## config.mk

```make
export PLATFORM = sky130hd
export DESIGN_NAME = instr_fetch_unit
export DESIGN_NICKNAME = d
export VERILOG_FILES = /design/src/rtl/instr_fetch_unit.sv
export SDC_FILE = /design/constraint.sdc
export NUM_CORES = 1
export LEC_CHECK = 0
export ABC_CLOCK_PERIOD_IN_PS = 3800
export CELL_PAD_IN_SITES_DETAIL_PLACEMENT = 2
export CELL_PAD_IN_SITES_GLOBAL_PLACEMENT = 2
export CORE_MARGIN = 2
export CORE_UTILIZATION = 35
export CTS_CLUSTER_SIZE = 40
export DETAILED_ROUTE_END_ITERATION = 7
export MAX_ROUTING_LAYER = met4
export PLACE_DENSITY = 0.92
export SYNTH_ARGS = -nofsm -noshare
export SYNTH_HDL_FRONTEND = slang
export SYNTH_SLANG_ARGS = --single-unit
```

## constraint.sdc

```tcl
create_clock -name clk -period 3.8 [get_ports clk]
set_clock_uncertainty 0.05 [all_clocks]
set_input_delay 0.38 -clock clk [delete_from_list [all_inputs] [get_ports clk]]
set_output_delay 0.38 -clock clk [all_outputs]
set_load 0.03 [all_outputs]
```

## src/rtl/instr_fetch_unit.sv

```systemverilog
// Instruction fetch unit: reads four bytes from the byte-wide instruction memory,
// assembles them big-endian and offers the word to decode over valid/ready.
module instr_fetch_unit #(
   parameter int                    ADDR_WIDTH = 8,
   parameter logic [ADDR_WIDTH-1:0] RESET_PC   = '0
) (
   input  logic                  clk,
   input  logic                  reset,
   output logic                  mem_rd_en,
   output logic [ADDR_WIDTH-1:0] mem_addr,
   input  logic [7:0]            mem_rdata,
   output logic [31:0]           instr,
   output logic [ADDR_WIDTH-1:0] instr_pc,
   output logic                  instr_valid,
   input  logic                  instr_ready,
   input  logic                  redirect_valid,
   input  logic [ADDR_WIDTH-1:0] redirect_pc,
   output logic                  fetch_error
);

   typedef enum logic [1:0] {FETCH, DRAIN, HOLD, ERROR} state_t;

   state_t                state;
   logic [ADDR_WIDTH-1:0] pc;
   logic [1:0]            byte_cnt;
   logic [1:0]            req_idx;
   logic                  cap_en;
   logic [1:0]            cap_idx;
   logic                  bad_redirect;
   logic                  restart;
   logic [ADDR_WIDTH-1:0] restart_pc;

   // A restart (accepted word or aligned redirect) issues byte 0 of the new PC at once.
   assign bad_redirect = (state != ERROR) && redirect_valid && (redirect_pc[1:0] != 2'b00);
   assign restart      = (state != ERROR) && (redirect_valid || ((state == HOLD) && instr_ready));

   always_comb begin
      restart_pc = pc + ADDR_WIDTH'(4);
      if (redirect_valid) begin
         restart_pc = redirect_pc;
      end
   end

   // cap_en/cap_idx trail the request by one cycle so each byte lands when memory returns it.
   always_ff @(posedge clk or negedge reset) begin
      if (!reset) begin
         state       <= FETCH;
         pc          <= RESET_PC;
         byte_cnt    <= '0;
         req_idx     <= '0;
         cap_en      <= 1'b0;
         cap_idx     <= '0;
         mem_rd_en   <= 1'b0;
         mem_addr    <= '0;
         instr       <= '0;
         instr_pc    <= RESET_PC;
         instr_valid <= 1'b0;
         fetch_error <= 1'b0;
      end else begin
         mem_rd_en <= 1'b0;
         cap_en    <= mem_rd_en;
         cap_idx   <= req_idx;
         if (bad_redirect) begin
            fetch_error <= 1'b1;
            instr_valid <= 1'b0;
            cap_en      <= 1'b0;
            state       <= ERROR;
         end else if (restart) begin
            pc          <= restart_pc;
            instr_valid <= 1'b0;
            cap_en      <= 1'b0;
            mem_rd_en   <= 1'b1;
            mem_addr    <= restart_pc;
            req_idx     <= 2'd0;
            byte_cnt    <= 2'd1;
            state       <= FETCH;
         end else begin
            if (cap_en) begin
               case (cap_idx)
                  2'd0:    instr[31:24] <= mem_rdata;
                  2'd1:    instr[23:16] <= mem_rdata;
                  2'd2:    instr[15:8]  <= mem_rdata;
                  default: instr[7:0]   <= mem_rdata;
               endcase
            end
            case (state)
               FETCH: begin
                  mem_rd_en <= 1'b1;
                  mem_addr  <= pc + ADDR_WIDTH'(byte_cnt);
                  req_idx   <= byte_cnt;
                  byte_cnt  <= byte_cnt + 2'd1;
                  if (byte_cnt == 2'd3) begin
                     state <= DRAIN;
                  end
               end
               DRAIN: begin
                  if (cap_en && (cap_idx == 2'd3)) begin
                     instr_valid <= 1'b1;
                     instr_pc    <= pc;
                     state       <= HOLD;
                  end
               end
               default: begin
               end
            endcase
         end
      end
   end

endmodule
```

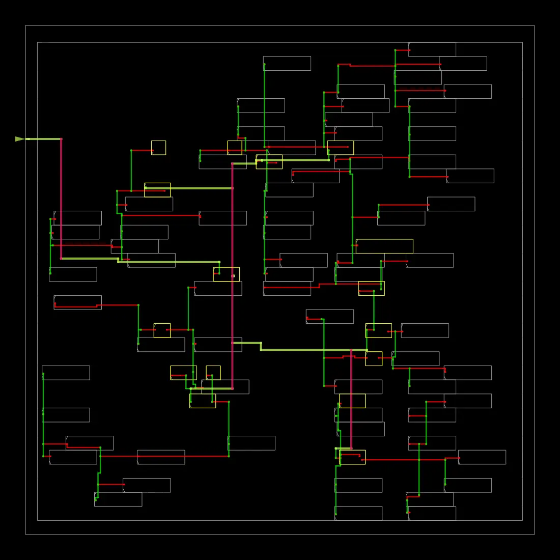
run_1/clock_nets.png
Flops: 68
power in the clock group: 0.000622 W
clk_lat worst skew: 0.35 ns
cts bufs inserted: 9

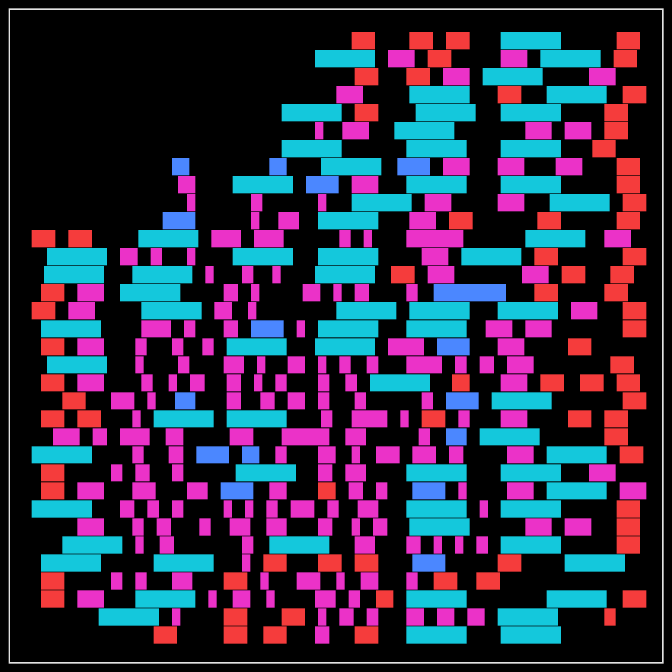
run_1/class_map.png
Key: red = remaining buffers and delay cells [cells 74, share of their area 18%]; cyan = registers [cells 68, share of their area 43%]; blue = clock drivers and dummy loads [cells 16, share of their area 5.2%]; magenta = remaining logic cells [cells 180, share of their area 34%]
fin util: 47.4%
Core Area: 8680 um2
Post-Layout Inst Area: 4110 um2
num rows: 34

==> out/qor.txt, run 1 <==
Outcome: complete, no violations
Syn Inst Count: 260
Synth area leader: dfrtp_1
Max Slew Vio Count: 0
Net count after synthesis: 285
Hold Vio Cnt, Final: 0
Maximum VDD drop: 266 uV
Setup Buffers After CTS: 0
Floorplan-stage core utilization: 36.0%
Critical-path cell list: clkdlybuf4s50_1, a21oi_2, or2_1, nand4b_2, mux2_2
Top cells, area: dfrtp_1 (54%), mux2_2 (14%), o21ai_0 (2.4%)
Routed via count: 2389
Gate Area: 1310 um2
Static leakage: 1.77 nW
Final global-route overflow total: 0
Max incr delay on CP: 0.69 ns
Setup Viol. Count Final: 0
Synthesis-stage register bit count: 68
Largest net degree at the start of global routing: 51
Non-filler instance count after layout: 446
Vias/cell: 5.36
Area leader share: 54.5%
Fin crit share: 68.4%
Mean area per synthesized cell: 12.0 um2
Log Warnings: 26
Filler Cell Count: 866
Die Y-Extent: 98.5 um
Final #Nets: 358
RSZ-0062 raised after global routing: false
Seq/Total Area, Yosys: 54.5%
Hold WS: 0.334 ns
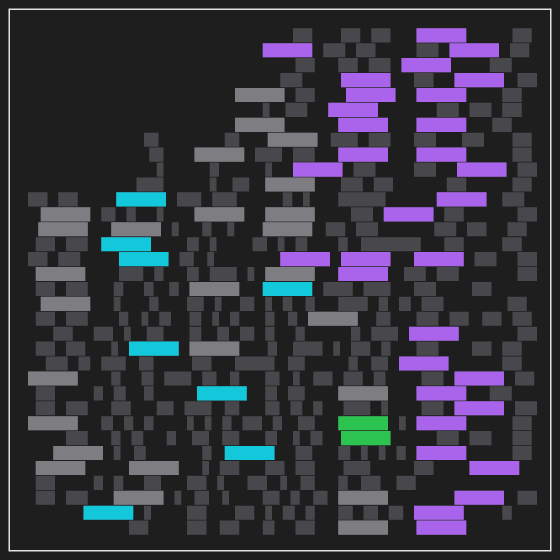
run_1/ff_map.png
Other sequential cells in the stronger gray, the rest of the logic in the fainter gray.
Key: cyan = `pc` [sequential cells 8]; green = `state` [sequential cells 2]; purple = `instr` [sequential cells 32, where a column on the right]
Another 26 sequential cells are not colored.
fraction of area in registers: 41.4%
Seq. pwr: 0.00125 W
register area: 1700 um2

## run 1: stage by stage
step / instance area [um2] / worst slack, ns / power (W)
6_report: 4110 / 1.20 / 0.00345
5_1_grt: 4110 / 1.04 / 0.00366
4_1_cts: 4110 / 1.23 / 0.00349
3_5_place_dp: 3890 / 0.877 / 0.00285
3_3_place_gp: 3890 / 1.07 / 0.00273
2_1_floorplan: 3120 / 1.99 / 0.00218
## run 1: where the power goes
part	leakage (nW)	internal [W]	switching (W)
Sequential	0.862	0.000996	0.000258
Combinational	0.816	0.000672	0.000900
Clock	0.0955	0.000325	0.000297
## run 1: worst paths after layout
kind / from / depth (start not counted) / end / slack [ns]
worst max register to register: state[0] / 4 / instr[10] / 1.51
worst min-delay path: req_idx[1] / 0 / cap_idx[1] / 0.33
worst min register to register: req_idx[1] / 0 / cap_idx[1] / 0.33
max in group asynchronous: reset / 3 / instr[0] / 2.23
min in group asynchronous: reset / 2 / pc[6] / 0.46
worst max-delay path: redirect_valid / 5 / instr[10] / 1.20
## run 1: layout by cell type, fill, tap and decap left out, types with 2 or more instances in the layout
master,instances
dfrtp_1,68
nor3b_1,2
a31oi_1,3
nand4b_2,2
nor2b_1,4
or3_1,2
inv_1,8
mux2i_1,4
clkinvlp_4,3
inv_6,2
nand2b_1,2
nor2_2,2
nand3_1,7
a22o_1,2
nand2_1,18
nor2_1,10
a221o_1,2
buf_4,3
clkbuf_8,10
and3_1,3
clkdlybuf4s50_1,69
o21a_1,4
nor3_1,7
o21ai_0,15
ha_1,4
nor4_1,2
mux2_2,39
a21oi_1,12
o31ai_1,5
## run 1: layout make-up
class | count | area share, %
clock buffers | 10 | 3.35
clock inverters | 6 | 1.70
inverters | 8 | 0.730
multi-input cells | 172 | 31.8
flip-flops and latches | 68 | 41.4
well taps | 108 | 3.29
repair buffers | 74 | 17.7
## run 1: layer usage
metal,up-vias,GRT usage (%),wire length [um]
li1,1089,-,-
met1,1219,27.1,4100
met2,70,36.2,4750
met3,11,3.90,339
met4,0,5.37,99
met5,-,-,0
## run 1: state kept, by name (all words and copies together) (netlist names)
register,cells
instr,32
instr_pc,8
mem_addr,8
pc,8
byte_cnt,2
cap_idx,2
req_idx,2
state,2
cap_en,1
fetch_error,1
instr_valid,1
mem_rd_en,1
## run 1: logic make-up (layout without fill, tap and decap cells)
family / after synthesis / count (layout) / share of synthesized area [%]
DFF: 68 / 68 / 54.5
AOI/OAI and AO/OA: 54 / 54 / 11.5
buffers and inverters: 20 / 98 / 3.61
muxes: 44 / 44 / 15.7
adders and majority gates: 5 / 5 / 2.24
and+or+nand+nor: 69 / 69 / 12.5
## run 1: timing repair
item,4_1_cts,5_1_grt
resized,0,0
hold endpoints to repair,18,0
hold buffers,1,0
run_1/gates.png
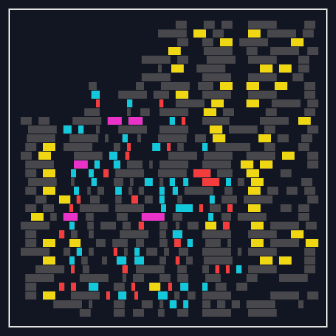

## Run 2: what changed since run 1
==> config.mk (replaced) <==
export PLATFORM = sky130hd
export DESIGN_NAME = instr_fetch_unit
export DESIGN_NICKNAME = d
export VERILOG_FILES = /design/src/rtl/instr_fetch_unit.sv
export SDC_FILE = /design/constraint.sdc
export NUM_CORES = 1
export LEC_CHECK = 0
export ABC_CLOCK_PERIOD_IN_PS = 2300
export CELL_PAD_IN_SITES_DETAIL_PLACEMENT = 2
export CELL_PAD_IN_SITES_GLOBAL_PLACEMENT = 2
export CORE_MARGIN = 2
export CORE_UTILIZATION = 29
export CTS_CLUSTER_SIZE = 40
export DETAILED_ROUTE_END_ITERATION = 7
export MAX_ROUTING_LAYER = met4
export PLACE_DENSITY = 0.83
export SYNTH_ARGS = -nofsm -noshare
export SYNTH_HDL_FRONTEND = slang
export SYNTH_SLANG_ARGS = --single-unit
==> constraint.sdc (replaced) <==
create_clock -name clk -period 2.3 [get_ports clk]
set_clock_uncertainty 0.05 [all_clocks]
set_input_delay 0.23 -clock clk [delete_from_list [all_inputs] [get_ports clk]]
set_output_delay 0.23 -clock clk [all_outputs]
set_load 0.03 [all_outputs]
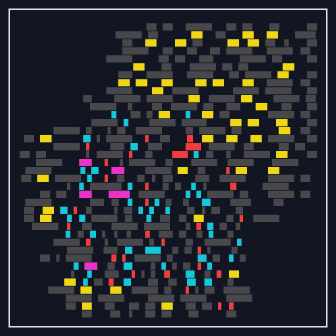
run_2/gates.png
Key: red = nand cells [cells 30, most used nand2_1]; magenta = fa/ha/maj cells [cells 5, most used ha_1, where left middle]; yellow = mux cells [cells 44, most used mux2_2, where spread over the die]; cyan = aoi and oai cells [cells 43, most used o21ai_0]
most common cell after layout, fill and taps aside: clkdlybuf4s50_1
non-filler instance count after layout: 485

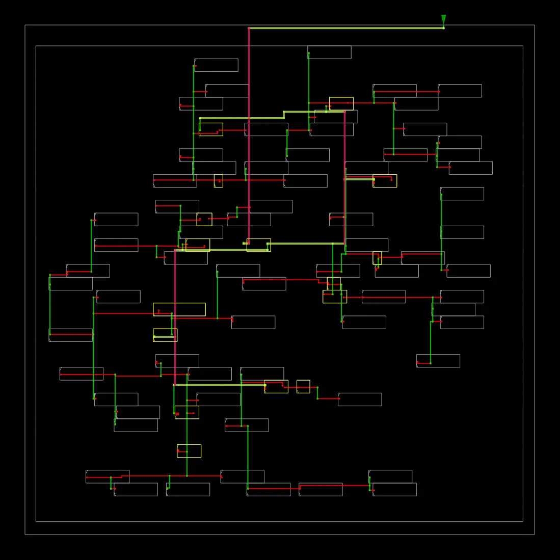
run_2/clock_nets.png
power in the clock group: 0.00100 W
clk_buf instances: 10
clk sinks: 68

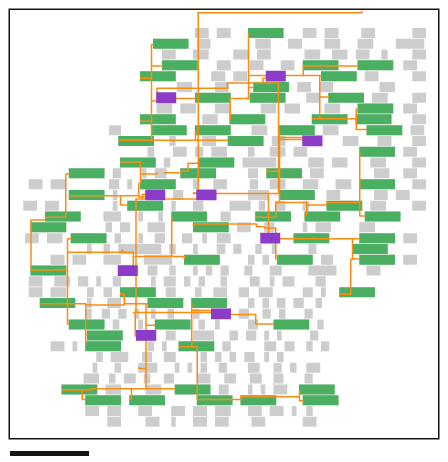
run_2/clock_wires.png
Bar = 20 um.
Key: orange = clock wires [length 955 um]; green = flip-flops [count 68]; purple = clock-net drivers [count 9]
There are 10 routed clock nets. Position of the flops: spread over the die.
Clock Power Share: 17.4%

==> out/qor.txt, run 2 <==
Num rows: 37
Fin crit share: 89.6%
Worst EP arrival: 2.24 ns
Cts bufs inserted: 9
Final #Nets: 369
Dpl cell area: 4040 um2
Layout cells sized above 1: 23.2%
Floorplan-stage core utilization: 30.1%
Outcome: complete, no violations
Post-Layout Inst Area: 4250 um2
CTS resizes: 0
Net count after synthesis: 285
Pwr Total: 0.00576 W
Maximum VDD drop: 465 uV
Log Warnings: 26
Pwr/cell area: 1360 nW/um2
Top reg by flops: instr
Most numerous logic cells after layout: clkdlybuf4s50_1 (69), dfrtp_1 (68), mux2_2 (39)
Basic Gates by Area: 12.5%
Syn Inst Count: 260
Routed via count: 2462
Core Area: 10400 um2
Synthesis-stage register bit count: 68
Synth area leader: dfrtp_1
Adders+Majority by Area: 2.24%
Area leader share: 54.5%
Crit. End Element: flip-flop
Clk_lat worst skew: 0.35 ns
Final WS setup: 0.240 ns
Top cells, area: dfrtp_1 (54%), mux2_2 (14%), o21ai_0 (2.4%)
Mean area per synthesized cell: 12.0 um2
Max Slew Vio Count: 0
Seq/Total Area, Yosys: 54.5%
Pre-CTS WS: -0.0181 ns
Vias in the first global route: 2738
First-iteration detailed-routing DRC count: 122
Setup Viol. Count Final: 0
Mux area share: 15.7%
Die Y-Extent: 108 um
Largest net degree at the start of global routing: 69
RSZ-0062 raised after global routing: false
XOR-XNOR Cells, Area Fraction: 0%
Post-Synth AOI/OAI Area: 11.5%
Max reg flops: 32
Crit start category: flip-flop
Vias/cell: 5.08
==> run 2: cell counts after synthesis <==
No cell type changed its count.
==> run 2: layout make-up <==
cell class / count / area, um2
Clock buffer: 10 / 138
Clock inverter: 6 / 63.8
Fill cell: 1088 / 6120
Inverter: 8 / 30.0
Multi-Input combinational cell: 172 / 1310
Sequential cell: 68 / 1700
Tap cell: 136 / 170
Timing Repair Buffer: 85 / 836
==> run 2: power breakdown <==
group	total [W]	switching, W	internal (W)
Sequential	0.00202	0.000375	0.00165
Clock	0.00100	0.000475	0.000528
Combinational	0.00274	0.00155	0.00119
==> run 2: per-layer routing <==
layer | track usage (%) | wire [um] | share of wire (%)
met5 | - | 0 | 0
met2 | 31.1 | 4950 | 51
met3 | 4.06 | 347 | 3.6
met4 | 5.40 | 138 | 1.4
met1 | 22.4 | 4240 | 44
==> run 2: repair_timing <==
item	in CTS	in global routing
endpoints found under the hold margin	68	0
setup buffers	0	0
hold buffers	1	0
==> run 2: through the flow <==
step / hold WS [ns] / util, %
2_1_floorplan: -0.116 / -
3_3_place_gp: 0.229 / 38.9
3_5_place_dp: 0.237 / 38.9
4_1_cts: 0.370 / 41.0
5_1_grt: 0.389 / 41.0
6_report: 0.355 / 41.0
==> run 2: final timing paths <==
| check | start | end | slack, ns | cells past startpoint |
|---|---|---|---|---|
| setup / recovery | state[1] | instr[18] | 0.24 | 4 |
| hold reg to reg | req_idx[0] | cap_idx[0] | 0.35 | 0 |
| max in group asynchronous | reset | mem_addr[0] | 1.49 | 3 |
| hold / removal | req_idx[0] | cap_idx[0] | 0.35 | 0 |
| min in group asynchronous | reset | instr[5] | 0.39 | 3 |
| setup reg to reg | state[1] | instr[18] | 0.24 | 4 |
==> run 2: cell families after synthesis <==
| kind of cell | Yosys count |
|---|---|
| AND/OR/NAND/NOR | 69 |
| buffers and inverters | 20 |
| flip-flops | 68 |
| adder cells (fa/ha/maj) | 5 |
| multiplexers | 44 |
| AND-OR/OR-AND | 54 |
==> run 2: critical path: stages, from the launching register on <==
cell	delay (ns)
dfrtp_1	0.48
a21oi_2	0.28
or2_1	0.36
nand4b_2	0.38
mux2_2	0.40
run_2/ff_map.png
Other sequential cells in the stronger gray, the rest of the logic in the fainter gray.
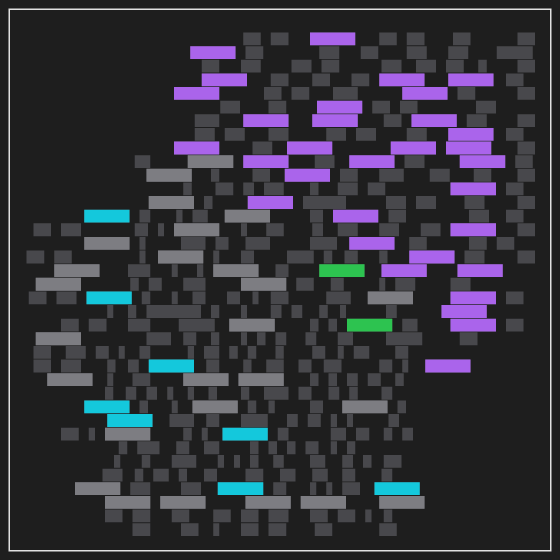

## Run 3: what changed since run 2
--- a/config.mk
+++ b/config.mk
@@ -5,7 +5,7 @@
 export SDC_FILE = /design/constraint.sdc
 export NUM_CORES = 1
 export LEC_CHECK = 0
-export ABC_CLOCK_PERIOD_IN_PS = 2300
+export ABC_CLOCK_PERIOD_IN_PS = 1700
 export CELL_PAD_IN_SITES_DETAIL_PLACEMENT = 2
 export CELL_PAD_IN_SITES_GLOBAL_PLACEMENT = 2
 export CORE_MARGIN = 2
==> constraint.sdc (replaced) <==
create_clock -name clk -period 1.7 [get_ports clk]
set_clock_uncertainty 0.05 [all_clocks]
set_input_delay 0.17 -clock clk [delete_from_list [all_inputs] [get_ports clk]]
set_output_delay 0.17 -clock clk [all_outputs]
set_load 0.03 [all_outputs]
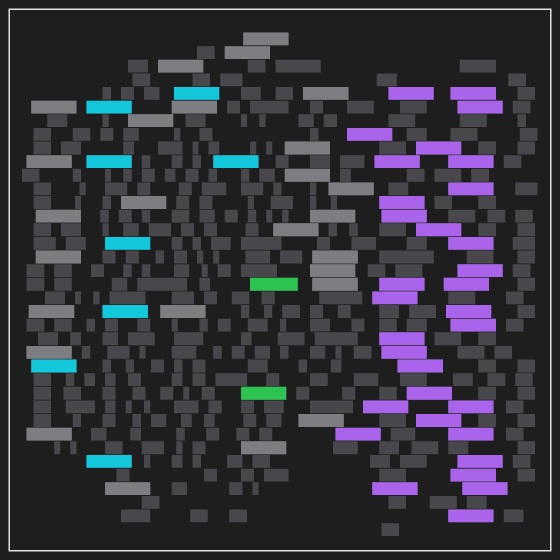
run_3/ff_map.png
Other sequential cells in the stronger gray, the rest of the logic in the fainter gray.
Key: green = `state` [sequential cells 2]; cyan = `pc` [sequential cells 8]; purple = `instr` [sequential cells 32, where a column on the right]
fin util: 47.0%
register area: 1700 um2
fraction of area in registers: 35.0%
Seq. pwr: 0.00268 W

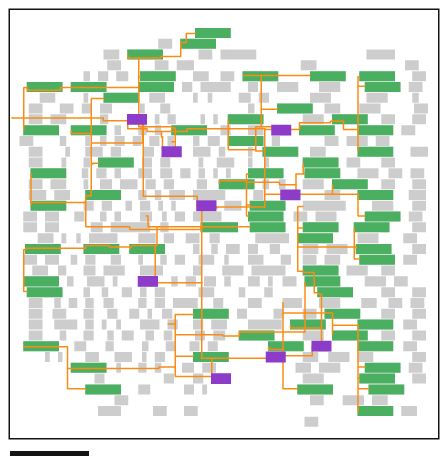
run_3/clock_wires.png
Bar = 20 um.
Key: green = flip-flops [count 68]; orange = clock wires [length 1020 um]; purple = clock-net drivers [count 9]
Position of the flops: spread over the die. There are 10 routed clock nets.
power in the clock group: 0.00138 W
Clock Power Share: 15.6%

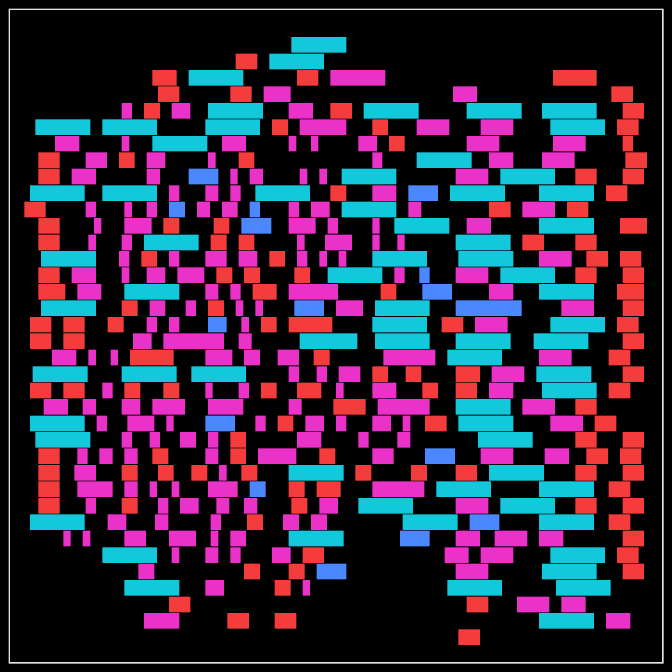
run_3/class_map.png
Key: blue = clock drivers and dummy loads [cells 16, share of their area 4.3%]; red = remaining buffers and delay cells [cells 126, share of their area 25%]; magenta = remaining logic cells [cells 180, share of their area 34%]; cyan = registers [cells 68, share of their area 36%]
Post-Layout Inst Area: 4870 um2
num rows: 37
Core Area: 10400 um2

==> out/qor.txt, run 3 <==
Outcome: finished with violations
Synthesis-stage register bit count: 68
Share of power burned in registers: 30.4%
Floorplan-stage core utilization: 30.1%
Setup Viol. Count Final: 31
Net count after synthesis: 285
Reg-to-reg setup timing slack: -0.06 ns
Worst EP arrival: 1.93 ns
Sw Pwr: 0.00359 W
Syn Inst Count: 260
Fin crit share: 103%
Top reg by flops: instr
Failing checks: negative setup slack
Pwr Total: 0.00883 W
Routed via count: 2609
Final WS setup: -0.0579 ns
Met2 usage: 34.9%
Cts bufs inserted: 9
Crit start category: flip-flop
Internal: 0.00524 W
[run 3: how the worst max path moves through the flow]
stage / startpoint / to / slack, ns / cells after the start
CTS: byte_cnt[1] / mem_addr[7] / -0.11 / 6
global placement: instr_ready / mem_addr[6] / -0.29 / 6
global route: byte_cnt[0] / mem_addr[4] / -0.12 / 7
detailed placement: instr_ready / mem_addr[6] / -0.36 / 6
finish: state[1] / instr[27] / -0.06 / 6
floorplan: state[1] / instr[25] / -0.06 / 5
[run 3: stage by stage]
stage | utilization (%) | std cells | setup WS [ns] | hold slack (ns)
floorplan | - | 260 | -0.0578 | -0.176
global placement | 41.8 | 497 | -0.294 | 0.172
detailed placement | 41.8 | 497 | -0.358 | 0.190
CTS | 45.7 | 520 | -0.112 | 0.333
global route | 47.0 | 526 | -0.119 | 0.340
finish | 47.0 | 526 | -0.0579 | 0.327
[run 3: worst register-to-register path, cell delays in order (launching register included)]
cell     delay (ns)
dfrtp_2        0.45
a21oi_2        0.17
buf_4          0.16
nor2_4         0.04
nor4b_4        0.24
buf_6          0.21
mux2_4         0.32
[run 3: cell type report]
cell class                 instances  area share [%]
inverter                           8           0.668
timing repair buffer             126            24.4
clock buffer                      10            2.83
tap                              136            3.49
clock inverter                     6            1.31
sequential                        68            35.0
multi-input combinational        172            32.3
[run 3: cell families (layout without fill, tap and decap cells)]
kind of cell	count (synthesis)	after routing	share of synthesized area, %
AND-OR/OR-AND	54	54	11.5
adder cells (fa/ha/maj)	5	5	2.24
buffers and inverters	20	150	3.61
flip-flops	68	68	54.5
multiplexers	44	44	15.7
AND/OR/NAND/NOR	69	69	12.5
[run 3: what timing repair did]
| action | 4_1_cts | 5_1_grt |
|---|---|---|
| hold buffers | 1 | 0 |
| pin swaps | 13 | 10 |
| buffers inserted | 6 | 6 |
| setup endpoints to repair | 47 | 46 |
| resized | 40 | 19 |
| hold endpoints to repair | 68 | 0 |
[run 3: layer usage]
| layer | share of wire [%] | wire length (um) | vias up |
|---|---|---|---|
| met3 | 4.5 | 467 | 9 |
| li1 | - | - | 1188 |
| met5 | 0 | 0 | - |
| met1 | 42 | 4390 | 1333 |
| met2 | 53 | 5540 | 79 |
| met4 | 0.94 | 99 | 0 |
[run 3: power by group through the flow]
stage          Sequential (W)  Clock, W  Combinational, W
2_1_floorplan         0.00352         0           0.00149
3_3_place_gp          0.00264         0           0.00403
3_5_place_dp          0.00269         0           0.00418
4_1_cts               0.00268   0.00143           0.00457
5_1_grt               0.00276   0.00151           0.00509
6_report              0.00268   0.00138           0.00477
Power figures rest on the tool's default switching activity, not on a simulated workload.
